==> run_1/io_fan.png <==
Scale bar: 50 um.
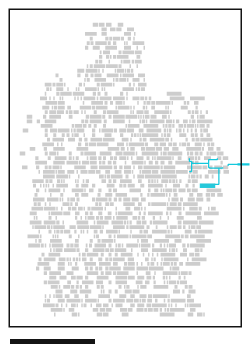
==> run_1/congestion.png <==
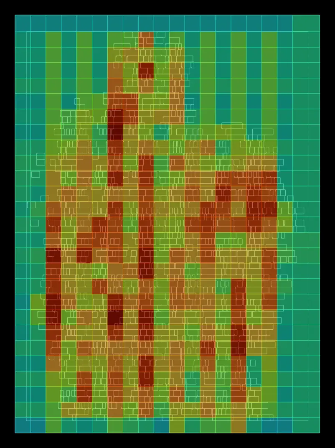
==> run_1/wires.png <==
Scale bar: 50 um.
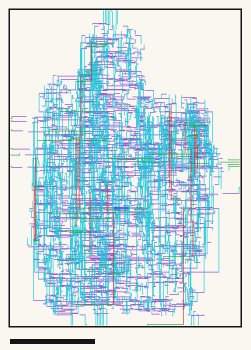
[config.mk]
export PLATFORM = sky130hd
export DESIGN_NAME = saber_pwm_driver_flat
export DESIGN_NICKNAME = d
export VERILOG_FILES = /design/src/rtl/saber_pwm_driver_pkg.sv /design/src/rtl/saber_pwm_driver_if.sv /design/src/rtl/saber_pwm_channel.sv /design/src/rtl/saber_pwm_driver.sv /design/src/flat_wrapper.sv
export SDC_FILE = /design/constraint.sdc
export NUM_CORES = 1
export LEC_CHECK = 0
export CORE_ASPECT_RATIO = 1.4
export CORE_MARGIN = 5
export CORE_UTILIZATION = 40
export CTS_CLUSTER_SIZE = 14
export DETAILED_ROUTE_END_ITERATION = 10
export GPL_TIMING_DRIVEN = 0
export PLACE_DENSITY = 0.64
export SLEW_MARGIN = 25
export SYNTH_ARGS = -nofsm -noshare
export SYNTH_HDL_FRONTEND = slang
export SYNTH_SLANG_ARGS = --single-unit
[constraint.sdc]
create_clock -name clk -period 7.1 [get_ports clk]
set_input_delay 1.065 -clock clk [delete_from_list [all_inputs] [get_ports clk]]
set_output_delay 1.065 -clock clk [all_outputs]
set_load 0.005 [all_outputs]
[src/rtl/saber_pwm_driver_pkg.sv]
// Shared definitions for the lightsaber PWM driver.
// Holds the blade state encoding, PWM geometry, the default ramp step and the
// duty scaling helper used by every colour channel.
package saber_pwm_driver_pkg;

  localparam int unsigned PwmWidth        = 8;
  localparam int unsigned PwmPeriod       = 256;
  localparam int unsigned DefaultRampStep = 8;

  typedef enum logic [1:0] {
    StOff     = 2'd0,
    StIgnite  = 2'd1,
    StOn      = 2'd2,
    StRetract = 2'd3
  } blade_state_e;

  // duty = (colour * (bright + 1)) >> 8, 17-bit product, truncated.
  // bright = 255 passes the colour through unchanged; bright = 0 gives colour >> 8 = 0.
  function automatic logic [PwmWidth-1:0] scale_duty(input logic [PwmWidth-1:0] colour,
                                                     input logic [PwmWidth-1:0] bright);
    logic [PwmWidth:0]   bright_p1;
    logic [2*PwmWidth:0] prod;
    bright_p1 = {1'b0, bright} + {{PwmWidth{1'b0}}, 1'b1};
    prod      = {{(PwmWidth + 1){1'b0}}, colour} * {{PwmWidth{1'b0}}, bright_p1};
    return PwmWidth'(prod >> PwmWidth);
  endfunction

endpackage

[src/rtl/saber_pwm_driver_if.sv]
// Colour/request/drive bundle of the lightsaber PWM driver.
//   Ri, Gi, Bi : colour intensities (0..255)
//   saber_on   : level request, 1 = blade lit
//   Rp, Gp, Bp : LED PWM drives
//   state      : blade state (0 OFF, 1 IGNITE, 2 ON, 3 RETRACT)
//   busy       : high while igniting or retracting
// master = controller side, slave = driver side.
interface saber_pwm_driver_if;

  logic [7:0] Ri;
  logic [7:0] Gi;
  logic [7:0] Bi;
  logic       saber_on;
  logic       Rp;
  logic       Gp;
  logic       Bp;
  logic [1:0] state;
  logic       busy;

  modport master (
    output Ri, Gi, Bi, saber_on,
    input  Rp, Gp, Bp, state, busy
  );

  modport slave (
    input  Ri, Gi, Bi, saber_on,
    output Rp, Gp, Bp, state, busy
  );

endinterface

[src/rtl/saber_pwm_channel.sv]
// One LED colour channel: scales the colour by the brightness written on the
// same wrap edge, latches the result as the duty for the coming period and
// compares it against the shared period counter.
//   clk, rst  : clock, asynchronous active-high reset
//   wrap_i    : high in the cycle whose rising edge takes cnt 255 -> 0
//   en_i      : blade not OFF (registered state)
//   colour_i  : current colour intensity
//   bright_i  : brightness value being written on this edge
//   cnt_i     : registered period counter
//   pwm_o     : LED drive
module saber_pwm_channel
  import saber_pwm_driver_pkg::*;
(
  input  logic                clk,
  input  logic                rst,
  input  logic                wrap_i,
  input  logic                en_i,
  input  logic [PwmWidth-1:0] colour_i,
  input  logic [PwmWidth-1:0] bright_i,
  input  logic [PwmWidth-1:0] cnt_i,
  output logic                pwm_o
);

  logic [PwmWidth-1:0] duty_q;

  // Duty only moves on wrap edges so a colour change never splits a period.
  always_ff @(posedge clk or posedge rst) begin
    if (rst) begin
      duty_q <= '0;
    end else if (wrap_i) begin
      duty_q <= scale_duty(colour_i, bright_i);
    end
  end

  // Pure function of registers: duty 255 leaves cnt = 255 low, duty 0 is always low.
  assign pwm_o = en_i && (cnt_i < duty_q);

endmodule

[src/rtl/saber_pwm_driver.sv]
// Lightsaber RGB PWM driver: free-running 256-cycle period counter, blade
// brightness ramp and OFF/IGNITE/ON/RETRACT state machine, feeding three
// saber_pwm_channel instances.
//   RAMP_STEP : brightness change per PWM period while ramping (1..255)
//   clk, rst  : clock, asynchronous active-high reset
//   bus       : slave side of saber_pwm_driver_if (colours, request, drives, status)
module saber_pwm_driver
  import saber_pwm_driver_pkg::*;
#(
  parameter int unsigned RAMP_STEP = DefaultRampStep
) (
  input  logic                clk,
  input  logic                rst,
  saber_pwm_driver_if.slave   bus
);

  localparam logic [PwmWidth-1:0] Step = PwmWidth'(RAMP_STEP);

  logic [PwmWidth-1:0] cnt_q;
  logic [PwmWidth-1:0] bright_q, bright_d;
  blade_state_e        state_q, state_d;
  logic                busy_q, busy_d;

  logic                wrap;
  logic [PwmWidth:0]   up_sum;
  logic [PwmWidth-1:0] bright_up, bright_dn;
  logic                blade_en;

  assign wrap      = (cnt_q == {PwmWidth{1'b1}});
  assign up_sum    = {1'b0, bright_q} + {1'b0, Step};
  assign bright_up = up_sum[PwmWidth] ? {PwmWidth{1'b1}} : up_sum[PwmWidth-1:0];
  assign bright_dn = (bright_q > Step) ? (bright_q - Step) : '0;

  // A saber_on change always wins over a ramp step on the same edge; the
  // brightness is then held where it was.
  always_comb begin
    state_d  = state_q;
    bright_d = bright_q;
    unique case (state_q)
      StOff: begin
        if (bus.saber_on) state_d = StIgnite;
      end
      StIgnite: begin
        if (!bus.saber_on) begin
          state_d = StRetract;
        end else if (wrap) begin
          bright_d = bright_up;
          if (bright_up == {PwmWidth{1'b1}}) state_d = StOn;
        end
      end
      StOn: begin
        if (!bus.saber_on) state_d = StRetract;
      end
      StRetract: begin
        if (bus.saber_on) begin
          state_d = StIgnite;
        end else if (wrap) begin
          bright_d = bright_dn;
          if (bright_dn == '0) state_d = StOff;
        end
      end
    endcase
    busy_d = (state_d == StIgnite) || (state_d == StRetract);
  end

  always_ff @(posedge clk or posedge rst) begin
    if (rst) begin
      cnt_q    <= '0;
      bright_q <= '0;
      state_q  <= StOff;
      busy_q   <= 1'b0;
    end else begin
      cnt_q    <= cnt_q + 1'b1;
      bright_q <= bright_d;
      state_q  <= state_d;
      busy_q   <= busy_d;
    end
  end

  assign blade_en  = (state_q != StOff);
  assign bus.state = state_q;
  assign bus.busy  = busy_q;

  saber_pwm_channel u_chan_r (
    .clk      (clk),
    .rst      (rst),
    .wrap_i   (wrap),
    .en_i     (blade_en),
    .colour_i (bus.Ri),
    .bright_i (bright_d),
    .cnt_i    (cnt_q),
    .pwm_o    (bus.Rp)
  );

  saber_pwm_channel u_chan_g (
    .clk      (clk),
    .rst      (rst),
    .wrap_i   (wrap),
    .en_i     (blade_en),
    .colour_i (bus.Gi),
    .bright_i (bright_d),
    .cnt_i    (cnt_q),
    .pwm_o    (bus.Gp)
  );

  saber_pwm_channel u_chan_b (
    .clk      (clk),
    .rst      (rst),
    .wrap_i   (wrap),
    .en_i     (blade_en),
    .colour_i (bus.Bi),
    .bright_i (bright_d),
    .cnt_i    (cnt_q),
    .pwm_o    (bus.Bp)
  );

endmodule

[src/flat_wrapper.sv]
// flat-port wrapper written by rule: the top's interface ports become plain ports
module saber_pwm_driver_flat import saber_pwm_driver_pkg::*;
#(
  parameter int unsigned RAMP_STEP = DefaultRampStep
)
  (clk, rst, bus_Ri, bus_Gi, bus_Bi, bus_saber_on, bus_Rp, bus_Gp, bus_Bp, bus_state, bus_busy);
  saber_pwm_driver_if bus_i ();
  input  logic clk;
  input  logic rst;
  input wire logic [$bits(bus_i.Ri)-1:0] bus_Ri;
  input wire logic [$bits(bus_i.Gi)-1:0] bus_Gi;
  input wire logic [$bits(bus_i.Bi)-1:0] bus_Bi;
  input wire logic [$bits(bus_i.saber_on)-1:0] bus_saber_on;
  output wire logic [$bits(bus_i.Rp)-1:0] bus_Rp;
  output wire logic [$bits(bus_i.Gp)-1:0] bus_Gp;
  output wire logic [$bits(bus_i.Bp)-1:0] bus_Bp;
  output wire logic [$bits(bus_i.state)-1:0] bus_state;
  output wire logic [$bits(bus_i.busy)-1:0] bus_busy;
  assign bus_i.Ri = bus_Ri;
  assign bus_i.Gi = bus_Gi;
  assign bus_i.Bi = bus_Bi;
  assign bus_i.saber_on = bus_saber_on;
  assign bus_Rp = bus_i.Rp;
  assign bus_Gp = bus_i.Gp;
  assign bus_Bp = bus_i.Bp;
  assign bus_state = bus_i.state;
  assign bus_busy = bus_i.busy;
  saber_pwm_driver #(.RAMP_STEP(RAMP_STEP)) u_core (.clk(clk), .rst(rst), .bus(bus_i));
endmodule
==> flow_summary.yaml, run 1 <==
# implementation run metrics
synthesis:
  ys_top_logic_family: "adder cells"
  synthCells: 991
  synthesis.yosys.warnings: 0
  yosysTopAreaCell: "fa_1"
  post_synth_instance_area_um2: 8940
  synth.lib_cells_used.distinct: 68
  netlist.top_cell.by_instances: "inv_1"
  mux_share_pct: 0.336
  synth.area.top_cells: "fa_1 (27%), ha_1 (17%), dfrtp_1 (12%)"
sta:
  hold_viol: 0
  report.final.slew_viol_count: 0
  max_freq_mhz: 146
  slew_headroom_pct: 59.4
  tightest_slew_ns: 0.609
  finalHoldWorstSlack_ns: 0.484
  post-route-period-util_pct: 96.4
  setup_viol: 0
worst_hold_path:
  hold_path_depth: 2
  hold_start: "u_core.u_chan_b.duty_q[3]$_DFFE_PP0N_"
  holdPathEnd: "u_core.u_chan_b.duty_q[3]$_DFFE_PP0N_"
critical_path:
  cp_slowest_stage_delay_ns: 0.54
  cp_data_required_time_ns: 7.32
  critical-path-slowest-cell: "fa_1"
  critical-path-top-cell-by-count: "fa_1"
  worst-setup-path-type: "input port to register"
  r2r_start: "u_core.cnt_q[0]$_DFF_PP0_"
  cp_max_fo: 10
  arrival_ns: 7.07
  timing.critical_path.to_type: "register"
floorplan:
  ioPinCount: 33
  row_count: 64
  die_h_um: 187
  tap-cell-count: 297
  floorplan.initialDensity_pct: 40.7
power_and_ir_drop:
  p_seq_mw: 0.250
  clkPwrFrac_pct: 21.7
  pwr.group.combinational_mw: 0.612
  powerDensity_nw_per_um2: 106
  combinationalPowerShare_pct: 55.5
  cellInternalPower_mw: 0.645
  pg_clk_mw: 0.239
  switching_power_share_of_the_total_pct: 41.4
  vdd_drop_max_v: 0.0000847
  p_leak_nw: 5.71
final_layout:
  buffers: 100
  clock_buffer_count: 5
  drive_gt1_share_pct: 12.0
  fill_cells: 2160
  non_clock_buffer_area_share_pct: 7.86
  stdcell_area_um2: 10400
  layout_overhead_on_the_synthesized_area_pct: 16.6
clock_network:
  cts_buffers: 5
  clock_tree_from_tritoncts: "yes"
  htreeDepth: 2
  clk_pin_slew_ns: 0.07
  clock_sinks: 42
placed_design:
  port_buffer_count: 31
  placed_cells_incl_taps: 1320
  dpl_worst_slack_ns: -2.24
outcome:
  run_status: "complete, no violations"
job:
  tool_warnings: 27
global_route:
  antenna_found_initial: 1
  wire_length_of_the_first_global_routing_pass_mm: 38.1
  global_route.overflow_total: 0
  via_count_of_the_first_global_routing_pass: 7522
detailed_routing:
  firstDrtPassIters: 5
  drt-total-wl_mm: 23.0
  final_antenna_net_count: 0
Notes on io_fan.png above:
Cyan shows `bus_busy`, bits 1, direction output, end cells 1, buffers 1, wire 59.5 um.

Notes on congestion.png above:
met3 Track Usage GR: 1.10%
GR peak layer: met2
met2 GRT Util: 34.4%
met1 layer usage reported by global route: 22.8%

Notes on wires.png above:
Red shows metal 4, wire length 640 um. Green shows metal 3, wire length 550 um. Blue shows metal 5, wire length 7.40 um. Cyan shows metal 2, wire length 12,500 um. Purple shows metal 1, wire length 9,260 um.
routed len/inst: 16.9 um
vias after detailed routing: 7,012

==> run 1: per-layer routing <==
metal | track usage (%) | up-vias | share of wire, % | routed length, um
li1 | - | 3319 | - | -
met1 | 22.8 | 3536 | 40 | 9260
met2 | 34.4 | 114 | 54 | 12500
met3 | 1.10 | 41 | 2.4 | 549
met4 | 6.40 | 2 | 2.8 | 640
met5 | 0 | - | 0.030 | 7
==> run 1: flip-flops by register name (all words and copies together), names as in the netlist <==
| signal | count |
|---|---|
| u_core.bright_q | 8 |
| u_core.cnt_q | 8 |
| u_core.u_chan_b.duty_q | 8 |
| u_core.u_chan_g.duty_q | 8 |
| u_core.u_chan_r.duty_q | 8 |
| u_core.bus.state | 2 |
==> run 1: timing repair <==
action / in CTS / in global routing
setup endpoints to repair: 24 / 15
buffers inserted: 21 / 16
gates resized: 56 / 30
hold buffers: 0 / 0
pin swaps: 22 / 27
==> run 1: layout by cell type, fill, tap and decap left out, drive strengths merged, types with 3 or more instances in the layout <==
master / instances
clkdlybuf4s50: 30
nand2: 80
a21oi: 21
nor2b: 26
inv: 170
nand2b: 16
xnor2: 29
buf: 50
or3: 3
nor4: 3
a31o: 3
nor3: 9
and2: 130
ha: 121
fa: 120
o31ai: 5
nand4: 12
a31oi: 6
clkbuf: 25
nand3: 15
xor2: 11
mux2i: 3
and3: 25
nor2: 15
dfrtp: 42
a211oi: 7
a21o: 16
o21ai: 39
==> run 1: logic make-up after synthesis <==
family	Yosys count
AND/OR/NAND/NOR	344
adder cells (fa/ha/maj)	241
buffers and inverters	202
AND-OR/OR-AND	117
XOR/XNOR	42
flip-flops	42
multiplexers	3
==> run 1: critical path, delay by kind of cell <==
family	cells	cell delay [ns]
simple gates	7	1.68
xor+xnor	2	0.46
compound gates	6	0.84
buf+inv	7	0.71
fa+ha+maj	5	2.32
--- run 2 (diff from run 1) ---
- CORE_UTILIZATION: 40 -> 58
- PLACE_DENSITY: 0.64 -> 0.85
==> run_2/congestion.png <==
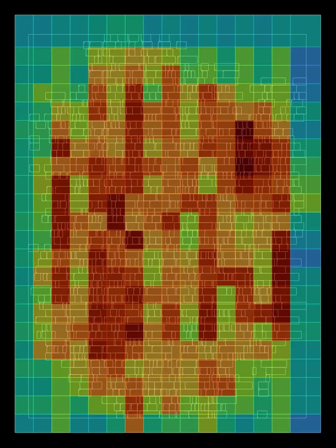
end-of-flow core utilization: 67.9%
met2 GRT Util: 47.0%
met3 Track Usage GR: 3.09%

==> flow_summary.yaml, run 2 <==
# implementation run metrics
synthesis:
  yosysTopAreaCellShare_pct: 26.9
  synth_top_flop_cell: "dfrtp_1"
  mux_share_pct: 0.336
  synth-async-reset-ratio_pct: 100
  yosys_cell_count: 991
  ys_top_logic_family: "adder cells"
  synth-edff-count: 0
  ys.flops: 42
  netlist.top_cell.by_instances: "inv_1"
  synthCells: 991
  synth.area.top_cells: "fa_1 (27%), ha_1 (17%), dfrtp_1 (12%)"
  syn_nets: 1259
  synthAoiAreaFrac_pct: 8.64
  synth.lib_cells_used.distinct: 68
  ys_seq_share_pct: 11.8
  postSynthAreaPerCell_um2: 9.02
  yosysTopAreaCell: "fa_1"
  synth-adder-area-share_pct: 43.8
  ys_area_um2: 8940
  simple_gate_area_share_pct: 22.1
  synth-xor-area-share_pct: 4.51
  post_synth_instance_area_um2: 8940
  synth.top_cells.by_count: "inv_1 (168), and2_1 (129), ha_1 (121)"
  synthesis.yosys.warnings: 0
detailed_routing:
  drt-total-wl_mm: 23.4
  firstDrtPassIters: 5
  routed_vias_inst: 5.83
  route.detailed.drc: 0
  detailedRoute.firstIterationViolations: 691
  via_count: 7311
  routed_wire_length_per_instance_um: 18.7
  final_antenna_net_count: 0
placed_design:
  globalplace.congestion: 0.951
  place_hpwl_mm: 17.8
  port_buffer_count: 31
  dpl_cell_area_um2: 9510
critical_path:
  critPathBufInv: 6
  critical-path-top-cell-by-count: "fa_1"
  cp_max_fo: 10
  arrival_ns: 7.16
  cp_slowest_stage_delay_ns: 0.54
  critPathTopFamily: "adder cells"
  timing.critical_path.to_type: "register"
  worst-setup-path-type: "input port to register"
  setup.worst_path.start_class: "input port"
  r2r_setup_slack_ns: 0.19
  critical-path-slowest-cell: "fa_1"
  cp_data_required_time_ns: 7.26
clock_network:
  post_cts_hold_buffer_count: 0
  post_cts_buffers: 17
  clk_root_buffer_cell: "clkbuf_16"
  clk-insertion-delay-late_ns: 0.29
  cts_buffer_depth: 2
  cts_buffers: 5
  htreeDepth: 2
  clk_pin_slew_ns: 0.06
  cts.repair.resized: 56
  clock_sinks: 42
  clock_tree_from_tritoncts: "yes"
final_layout:
  mostFrequentLayoutCell: "inv_1"
  layout_overhead_on_the_synthesized_area_pct: 14.4
  stdcell_area_um2: 10200
  diodes: 0
  drive_gt1_share_pct: 11.8
  final_net_count: 1329
  layout_top_cells_excl_fill_tap: "inv_1 (166), and2_1 (127), fa_1 (120)"
power_and_ir_drop:
  powerDensity_nw_per_um2: 108
  finalPower_mw: 1.11
  p_leak_nw: 5.68
  vdd_drop_max_v: 0.000163
sta:
  period_minus_slack_ns: 7.00
  final_skew_ns: 0.00453
  finalHoldWorstSlack_ns: 0.481
  post-route-period-util_pct: 98.5
  hold_viol: 0
  max_freq_mhz: 143
  tightest_slew_ns: 0.595
  setup_viol: 0
  final.setup.tns_ns: 0
  slew_headroom_pct: 60.4
  report.final.slew_viol_count: 0
outcome:
  run_status: "complete, no violations"
global_route:
  grt_start_max_net_pins: 31
  via_count_of_the_first_global_routing_pass: 7712
  wire_length_of_the_first_global_routing_pass_mm: 37.6
  global_route.usage.total_pct: 26.4
  antenna_found_initial: 0
  global_route.overflow_total: 0
floorplan:
  die_w_um: 115
  row_count: 53
  fp.dieArea_um2: 18000
  ioPinCount: 33
  floorplan.initialDensity_pct: 59.4
  die_h_um: 157
  placeableCoreArea_um2: 15100
job:
  drv.max_cap_violation_count: 0
  tool_warnings: 27
worst_hold_path:
  worst_hold_path_type: "register to register"
==> run_2/detail.png <==
Scale bar: 5 um. Window x 47 to 67, y 100 to 120 um. Cells in grey, sequential cells in the stronger grey; small squares are vias.
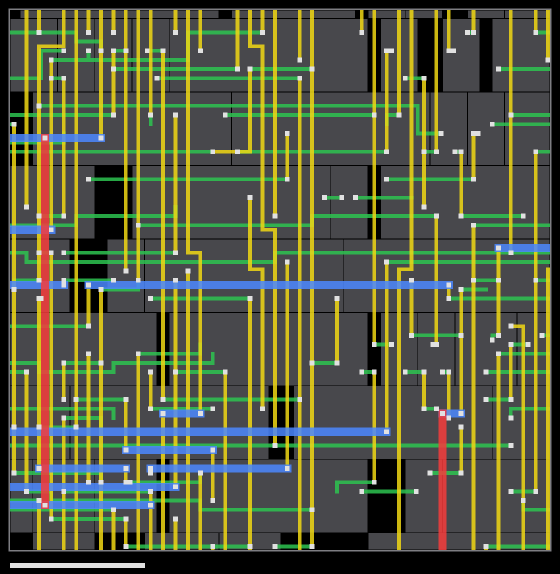
Green shows metal 1. Yellow shows metal 2. Blue shows metal 3. Red shows metal 4.
Sequential cells in the window: 0. 31 logic cells have their middle in the window. Most frequent: fa_1 (11), inv_1 (10).

==> run 2: final timing paths <==
kind / startpoint / endpoint / cells after the start
worst min-delay path: u_core.u_chan_g.duty_q[6]$_DFFE_PP0N_ / u_core.u_chan_g.duty_q[6]$_DFFE_PP0N_ / 2
worst max-delay path: bus_saber_on / u_core.u_chan_b.duty_q[6]$_DFFE_PP0N_ / 28
worst max register to register: u_core.cnt_q[1]$_DFF_PP0_ / u_core.u_chan_b.duty_q[6]$_DFFE_PP0N_ / 28
min in group asynchronous: rst / u_core.u_chan_g.duty_q[7]$_DFFE_PP0N_ / 2
max in group asynchronous: rst / u_core.bus.state[0]$_DFF_PP0_ / 3
worst min register to register: u_core.u_chan_g.duty_q[6]$_DFFE_PP0N_ / u_core.u_chan_g.duty_q[6]$_DFFE_PP0N_ / 2
==> run 2: cell type report <==
class	count	area (um^2)
Inverter	168	633
Tap cell	192	240
Multi-Input combinational cell	747	7360
Sequential cell	42	1050
Clock buffer	7	143
Timing Repair Buffer	65	577
Clock inverter	1	8.76
Fill cell	1081	4830
Buffer	32	209
==> run 2: through the flow <==
step / worst slack (ns) / cells / util [%]
CTS: 0.0220 / 1239 / 66.6
floorplan: 0.0226 / 991 / -
global route: -0.144 / 1254 / 67.9
finish: 0.103 / 1254 / 67.9
detailed placement: -2.37 / 1215 / 63.2
global placement: -2.22 / 1214 / 63.0
==> run 2: power by group <==
part,internal [mW],leakage (nW),total [mW],switching [mW]
logic,0.267,5.17,0.616,0.348
registers,0.244,0.436,0.250,0.00670
clock network,0.141,0.0745,0.239,0.0980
==> run 2: layer usage <==
layer  track usage, %  wire (um)  share of wire (%)
met4             14.1       1290                5.5
met5                0          0                  0
met1             30.6       8600                 37
met3             3.09       1150                4.9
met2             47.0      12400                 53
--- run 3 (diff from run 2) ---
- GPL_TIMING_DRIVEN: 0 -> not set
- SETUP_SLACK_MARGIN: not set -> 0.15
- TNS_END_PERCENT: not set -> 5
==> run_3/congestion.png <==
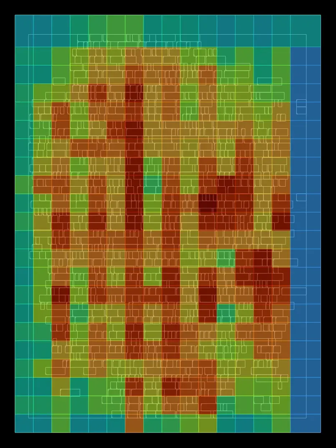
end-of-flow core utilization: 67.1%
met2 GRT Util: 45.5%
global router's overall resource usage: 25.1%
met3 Track Usage GR: 2.98%

==> flow_summary.yaml, run 3 <==
# implementation run metrics
placed_design:
  globalplace.congestion: 0.934
  dpl_worst_slack_ns: -0.350
  port_buffer_count: 32
  place_hpwl_mm: 17.3
  dpl_cell_area_um2: 9910
floorplan:
  placeableCoreArea_um2: 15100
  ioPinCount: 33
  row_count: 53
  tap-cell-count: 192
  die_w_um: 115
  floorplan.initialDensity_pct: 59.4
  die_h_um: 157
  fp.dieArea_um2: 18000
synthesis:
  netlist.top_cell.by_instances: "inv_1"
  synth-edff-count: 0
  synth-async-reset-ratio_pct: 100
  synth.area.top_cells: "fa_1 (27%), ha_1 (17%), dfrtp_1 (12%)"
  ys_seq_share_pct: 11.8
  ys_area_um2: 8940
  ys.flops: 42
  synth.top_cells.by_count: "inv_1 (168), and2_1 (129), ha_1 (121)"
  syn_nets: 1259
  yosys_cell_count: 991
  synth_top_flop_cell: "dfrtp_1"
  yosysTopAreaCell: "fa_1"
  yosysTopAreaCellShare_pct: 26.9
critical_path:
  timing.critical_path.to_type: "register"
  cp_slowest_stage_delay_ns: 0.56
  cp_data_required_time_ns: 7.26
  cp_max_fo: 7
detailed_routing:
  drt-total-wl_mm: 21.2
  routedLengthMet1_mm: 8.41
  final_antenna_net_count: 0
  met3RoutedLength_um: 870
  via_count: 7058
  routed.top_layer: "met4"
  routed_wire_length_per_instance_um: 16.8
power_and_ir_drop:
  p_leak_nw: 5.71
  power.net_switching_mw: 0.429
  combinationalPowerShare_pct: 55.6
  vdd_drop_max_v: 0.000105
  cellInternalPower_mw: 0.653
  powerDensity_nw_per_um2: 107
  pwr-share-seq_pct: 23.2
  switching_power_share_of_the_total_pct: 39.7
clock_network:
  clk_pin_slew_ns: 0.06
  cts_buffers: 5
  htreeDepth: 2
  post_cts_hold_buffer_count: 0
  clk_root_buffer_cell: "clkbuf_16"
  post_cts_buffers: 0
  clock_sinks: 42
sta:
  period_minus_slack_ns: 6.73
  setup_viol: 0
  tightest_slew_ns: 0.607
  max_freq_mhz: 149
  slew_headroom_pct: 59.4
  setup_slack_ns: 0.368
final_layout:
  mostFrequentLayoutCell: "inv_1"
  clock_buffer_count: 5
  final-instance-count-excl-fill: 1260
  inv_count: 168
  diodes: 0
  register_area_um2: 1050
  final_net_count: 1335
  comb-cell-share_pct: 71.0
  buffers: 103
  clock_cell_area_share_pct: 1.45
  layout_top_cells_excl_fill_tap: "inv_1 (167), and2_1 (129), ha_1 (121)"
  nMultiInputCombCells: 747
  design.seq.count: 42
global_route:
  antenna_found_initial: 0
  busiest_layer: "met2"
outcome:
  run_status: "complete, no violations"
worst_hold_path:
  worst_hold_path_type: "register to register"
job:
  tool_warnings: 28
==> run_3/logic_types.png <==
Scale bar: 20 um.
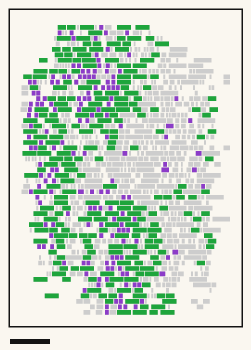
Purple shows AND and OR gates, cells 163. Green shows adder and majority cells, cells 241.

run 3: worst paths after layout:
kind	startpoint	endpoint	slack, ns	cells after the start
min in group asynchronous	rst	u_core.u_chan_b.duty_q[0]$_DFFE_PP0N_	1.20	3
max	bus_saber_on	u_core.u_chan_b.duty_q[6]$_DFFE_PP0N_	0.37	27
min	u_core.u_chan_r.duty_q[6]$_DFFE_PP0N_	u_core.u_chan_r.duty_q[6]$_DFFE_PP0N_	0.48	2
max in group asynchronous	rst	u_core.cnt_q[1]$_DFF_PP0_	5.49	3
min reg2reg	u_core.u_chan_r.duty_q[6]$_DFFE_PP0N_	u_core.u_chan_r.duty_q[6]$_DFFE_PP0N_	0.48	2
max reg2reg	u_core.cnt_q[1]$_DFF_PP0_	u_core.u_chan_b.duty_q[6]$_DFFE_PP0N_	0.46	27
run 3: kinds of logic after synthesis:
kind of cell    Yosys count  synth area share, %
compound gates          117                 8.64
xor+xnor                 42                 4.51
fa+ha+maj               241                 43.8
buf+inv                 202                 8.85
flops                    42                 11.8
mux                       3                0.336
simple gates            344                 22.1
run 3: timing repair:
item / CTS / global route
resized: 3 / 13
pin swaps: 0 / 2
setup endpoints to repair: 11 / 16
run 3: power by group through the flow:
| stage | Clock, mW | Combinational, mW | Sequential [mW] |
|---|---|---|---|
| 6_report | 0.229 | 0.602 | 0.251 |
| 5_1_grt | 0.241 | 0.689 | 0.252 |
| 4_1_cts | 0.232 | 0.604 | 0.250 |
| 3_5_place_dp | 0 | 0.595 | 0.255 |
| 3_3_place_gp | 0 | 0.572 | 0.254 |
| 2_1_floorplan | 0 | 0.397 | 0.252 |
run 3: worst max-delay path, delay by kind of cell:
kind            cells  cell delay [ns]
xor+xnor            2             0.31
simple gates        5             0.95
buf+inv             6             0.78
fa+ha+maj           5             2.37
compound gates      9             1.41
Power figures rest on the tool's default switching activity, not on a simulated workload.
